**Run 1: I/O pins on the die edge**

Pins as bars across the die edge, other pins in gray.
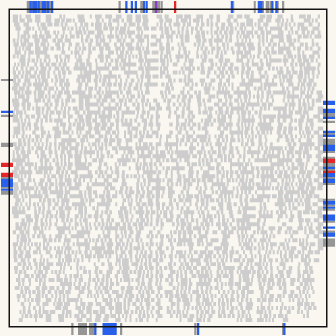
**Run 1: signal wires by layer**

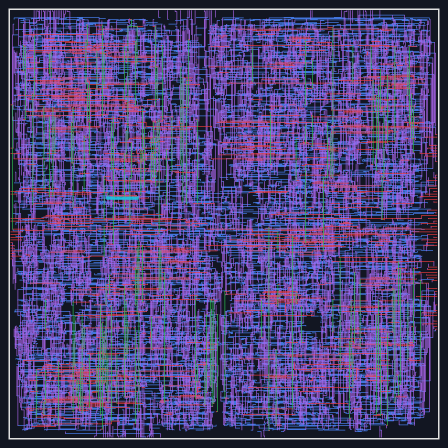
**Run 1: sequential cells grouped by signal name**

Other sequential cells in the stronger gray, the rest of the logic in the fainter gray.
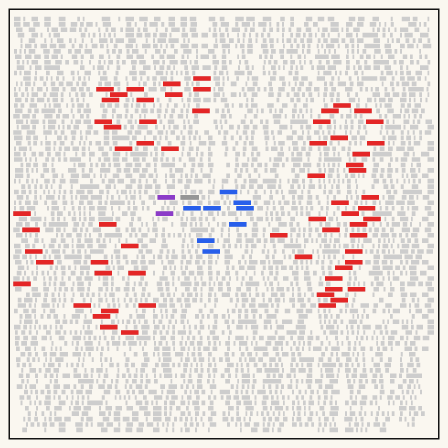
**Run 1: logic cells by family**

Bar = 50 µm.
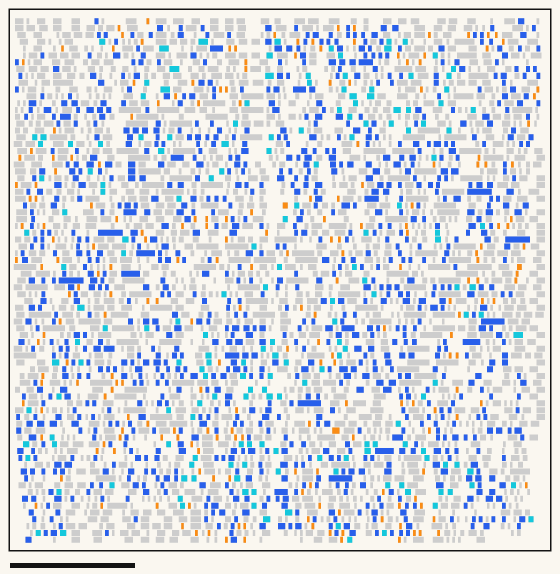
==> config.mk <==
export PLATFORM = sky130hd
export DESIGN_NAME = fp16_vec_accum
export DESIGN_NICKNAME = d
export VERILOG_FILES = /design/src/rtl/fp16_vec_accum.sv
export SDC_FILE = /design/constraint.sdc
export NUM_CORES = 1
export LEC_CHECK = 0
export CAP_MARGIN = 10
export CELL_PAD_IN_SITES_DETAIL_PLACEMENT = 1
export CELL_PAD_IN_SITES_GLOBAL_PLACEMENT = 1
export CORE_UTILIZATION = 49
export CTS_CLUSTER_SIZE = 30
export DETAILED_ROUTE_END_ITERATION = 7
export GPL_TIMING_DRIVEN = 0
export PLACE_DENSITY_LB_ADDON = 0.1
export SYNTH_ARGS = -nofsm -noshare
export SYNTH_HDL_FRONTEND = slang
export SYNTH_SLANG_ARGS = --single-unit
==> constraint.sdc <==
create_clock -name clk -period 23.8 [get_ports clk]
set_input_delay 2.38 -clock clk [delete_from_list [all_inputs] [get_ports clk]]
set_output_delay 2.38 -clock clk [all_outputs]
set_load 0.02 [all_outputs]
==> Slide: Implementation Results, run 1 <==
Flow Results at a Glance

Outcome
  • Status: complete, no violations

Critical path
  • Crit path buffers/inverters: 12
  • Critical path peak fanout: 10
  • Worst r2r path cells: 47

Finish
  • Logic area: about 19000 µm²
  • FF+latch count: ~75
  • Most common logic cells in the final layout: 338 x nand2_1, 301 x a21oi_1, 263 x nor2_1, 229 x o21ai_0, 209 x inv_1
  • Final nets: 3658
  • Layout fillers: 6007
  • Layout clock buffers: 9
  • Signal buf overhead: 0.0869
  • Inverters: ~220
  • Multi-input gates: 2795

Detailed routing
  • Top layer in use: met5

Clocking
  • Cts hold-fix bufs: 0
  • CTS tree: done

Global route
  • Largest net degree at the start of global routing: 60

Logic synthesis
  • Post-synthesis instance total: 3255
  • Syn_nets: ~3500
  • Top cells, area: ha_1 9.7%, dfrtp_1 8.3%, a21oi_1 6.8%
  • Xor/xnor share: 0.0234
  • Post-Synth AOI/OAI Area: 0.353
  • Max-area cell share: 0.0965
  • Post-synth top flop: dfrtp_1
  • Synth mux share: 0.0983
  • Leading cell types by count after synthesis: 338 x nand2_1, 301 x a21oi_1, 263 x nor2_1, 229 x o21ai_0, 210 x inv_1

Timing
  • Max Freq: 63.1 MHz
  • Fin crit period: between 15000 and 20000 ps
  • Relative slew margins: 0.171
  • Final Max Slew Viols: 0

Die
  • Die Area: between 40000 and 50000 µm²
About 'I/O pins on the die edge':
- beats: red (pins 8; direction output; edge 4 left, 3 right, 1 top)
- prod: blue (pins 64; direction input; edge 24 right, 21 top, 13 bottom, 6 left)
- in_ready: purple (pins 1; direction output; edge top)
- all pins by edge: 50 right, 48 top, 27 bottom, 18 left
# port buffers: 141
Die Span Y: 215 µm
die x size: 215 µm

About 'signal wires by layer':
- metal 4: green (wire length 4740 µm)
- metal 1: blue (wire length 41.1 mm)
- metal 5: cyan (wire length 14.7 µm)
- metal 2: purple (wire length 44.4 mm)
- metal 3: red (wire length 7920 µm)
vias post-DR: 28000
Avg WL per Cell: 24.5 µm
gr usage total: 0.410
aggregate routed wire length: 98.2 mm

About 'sequential cells grouped by signal name':
- state_q: purple (placed flops 2)
- beats: blue (placed flops 8; where middle)
- acc: red (placed flops 64)
register area: 1880 µm²

About 'logic cells by family':
- inverters: orange (cells 220; where all over the die)
- inverting AOI/OAI gates: blue (cells 978; where all over the die)
- AND and OR gates: cyan (cells 180; where all over the die)
logic share of the area: 0.762
most numerous logic cell after layout: nand2_1
Layout Cells excl Fill: 4006

run 1: through the flow:
stage | worst slack [ps] | util | std cells
5_1_grt | 7170 | 0.556 | 4006
3_5_place_dp | 7990 | 0.550 | 3990
2_1_floorplan | 11630 | - | 3255
4_1_cts | 8310 | 0.556 | 4006
3_3_place_gp | 8470 | 0.549 | 3988
6_report | 7940 | 0.556 | 4006
run 1: kinds of logic after synthesis:
kind of cell             count (synthesis)
AND/OR/NAND/NOR                       1202
AND-OR/OR-AND                         1158
buffers and inverters                  385
multiplexers                           198
adder cells (fa/ha/maj)                180
flip-flops                              75
XOR/XNOR                                57
**Run 1: clock nets**

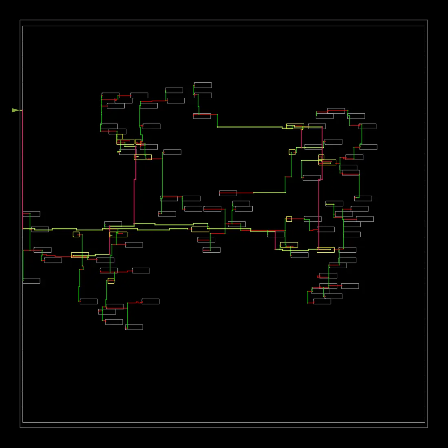

==> run 1 -> run 2 <==
CORE_UTILIZATION = 41   (was 49)
clock period = 13.9 ns   (was 23.8 ns; I/O delays follow)
**Run 2: clock nets**

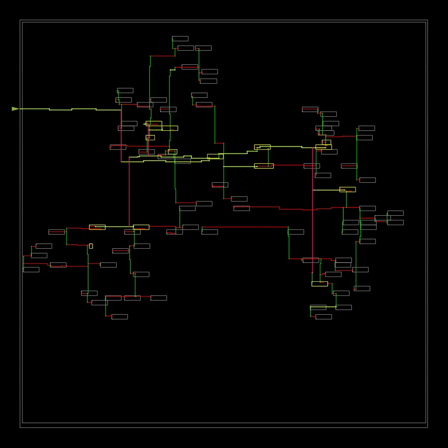
CTS sink count: 75
clk latency late pin: 370 ps

==> run 2 against run 1 <==
Register-to-register slack got worse by 8300 ps; final cell count rose by 2.6%; clock skew down 7.0 ps; die area increased by 19%; sequential share of layout area shrank 0.11 points; non-clock buffer count up 4; largest cell class unchanged; highest routed layer is now met4.
==> Slide: Implementation Results, run 2 <==
Flow Results at a Glance

Logic synthesis
  • Post-synth top flop: dfrtp_1
  • Synth mux share: 0.0983 (unchanged)
  • Post-synthesis instance total: 3255 (unchanged)
  • Max-area cell share: 0.0965 (unchanged)
  • Top cells, area: ha_1 9.7%, dfrtp_1 8.3%, a21oi_1 6.8%
  • Xor/xnor share: 0.0234 (unchanged)
  • Syn_nets: 3504 (unchanged)

Finish
  • Final nets: 3662 (+0.11%)
  • Register area: 1880 µm² (unchanged)
  • Most numerous logic cell after layout: nand2_1
  • Layout Cells excl Fill: 4112 (+2.6%)

Placement
  • DP Cell Count: 4094 (+2.6%)
  • # port buffers: 141 (unchanged)

Global route
  • Largest net degree at the start of global routing: 60 (unchanged)
  • Gr usage total: 0.351 (-0.0587)

Clocking
  • CTS tree: done

Detailed routing
  • Aggregate routed wire length: 101 mm (+3.1%)
  • Top layer in use: met4

Timing
  • Final Max Slew Viols: 0 (unchanged)
  • Final worst slack: 690 ps (-7250 ps)

Die
  • Die Area: 55300 µm² (+19%)
  • Die x size: 235 µm (+9.2%)

Critical path
  • Critical path peak fanout: 19 (+9)

Outcome
  • Status: complete, no violations
**Run 2: sequential cells grouped by signal name**

Other sequential cells in the stronger gray, the rest of the logic in the fainter gray.
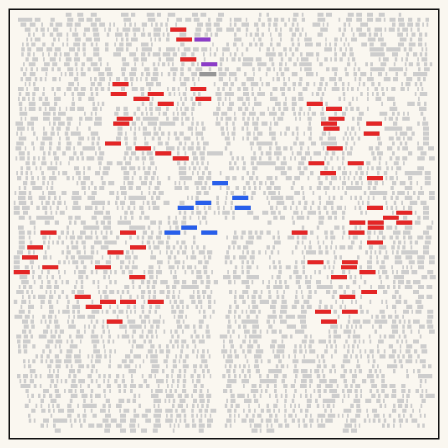
- state_q: purple (placed flops 2)
- acc: red (placed flops 64)
- beats: blue (placed flops 8; where middle)
final core occ: 0.467
fraction of area in registers: 0.0747

## run 2: cell counts after synthesis
Identical to the previous run, type by type.
## run 2: what timing repair did
action / in CTS / in global routing
pin swaps: 0 / 4
gates resized: 12 / 41
endpoints found under the setup margin: 32 / 58
hold buffers: 0 / 0
setup buffers: 0 / 11
## run 2: final cells by class
class / count / area share
clock buffer: 12 / 0.0106
sequential: 75 / 0.0747
clock inverter: 2 / 0.00139
buffer: 158 / 0.0280
timing repair buffer: 154 / 0.0607
multi-input combinational: 2795 / 0.757
tap: 696 / 0.0346
inverter: 220 / 0.0334
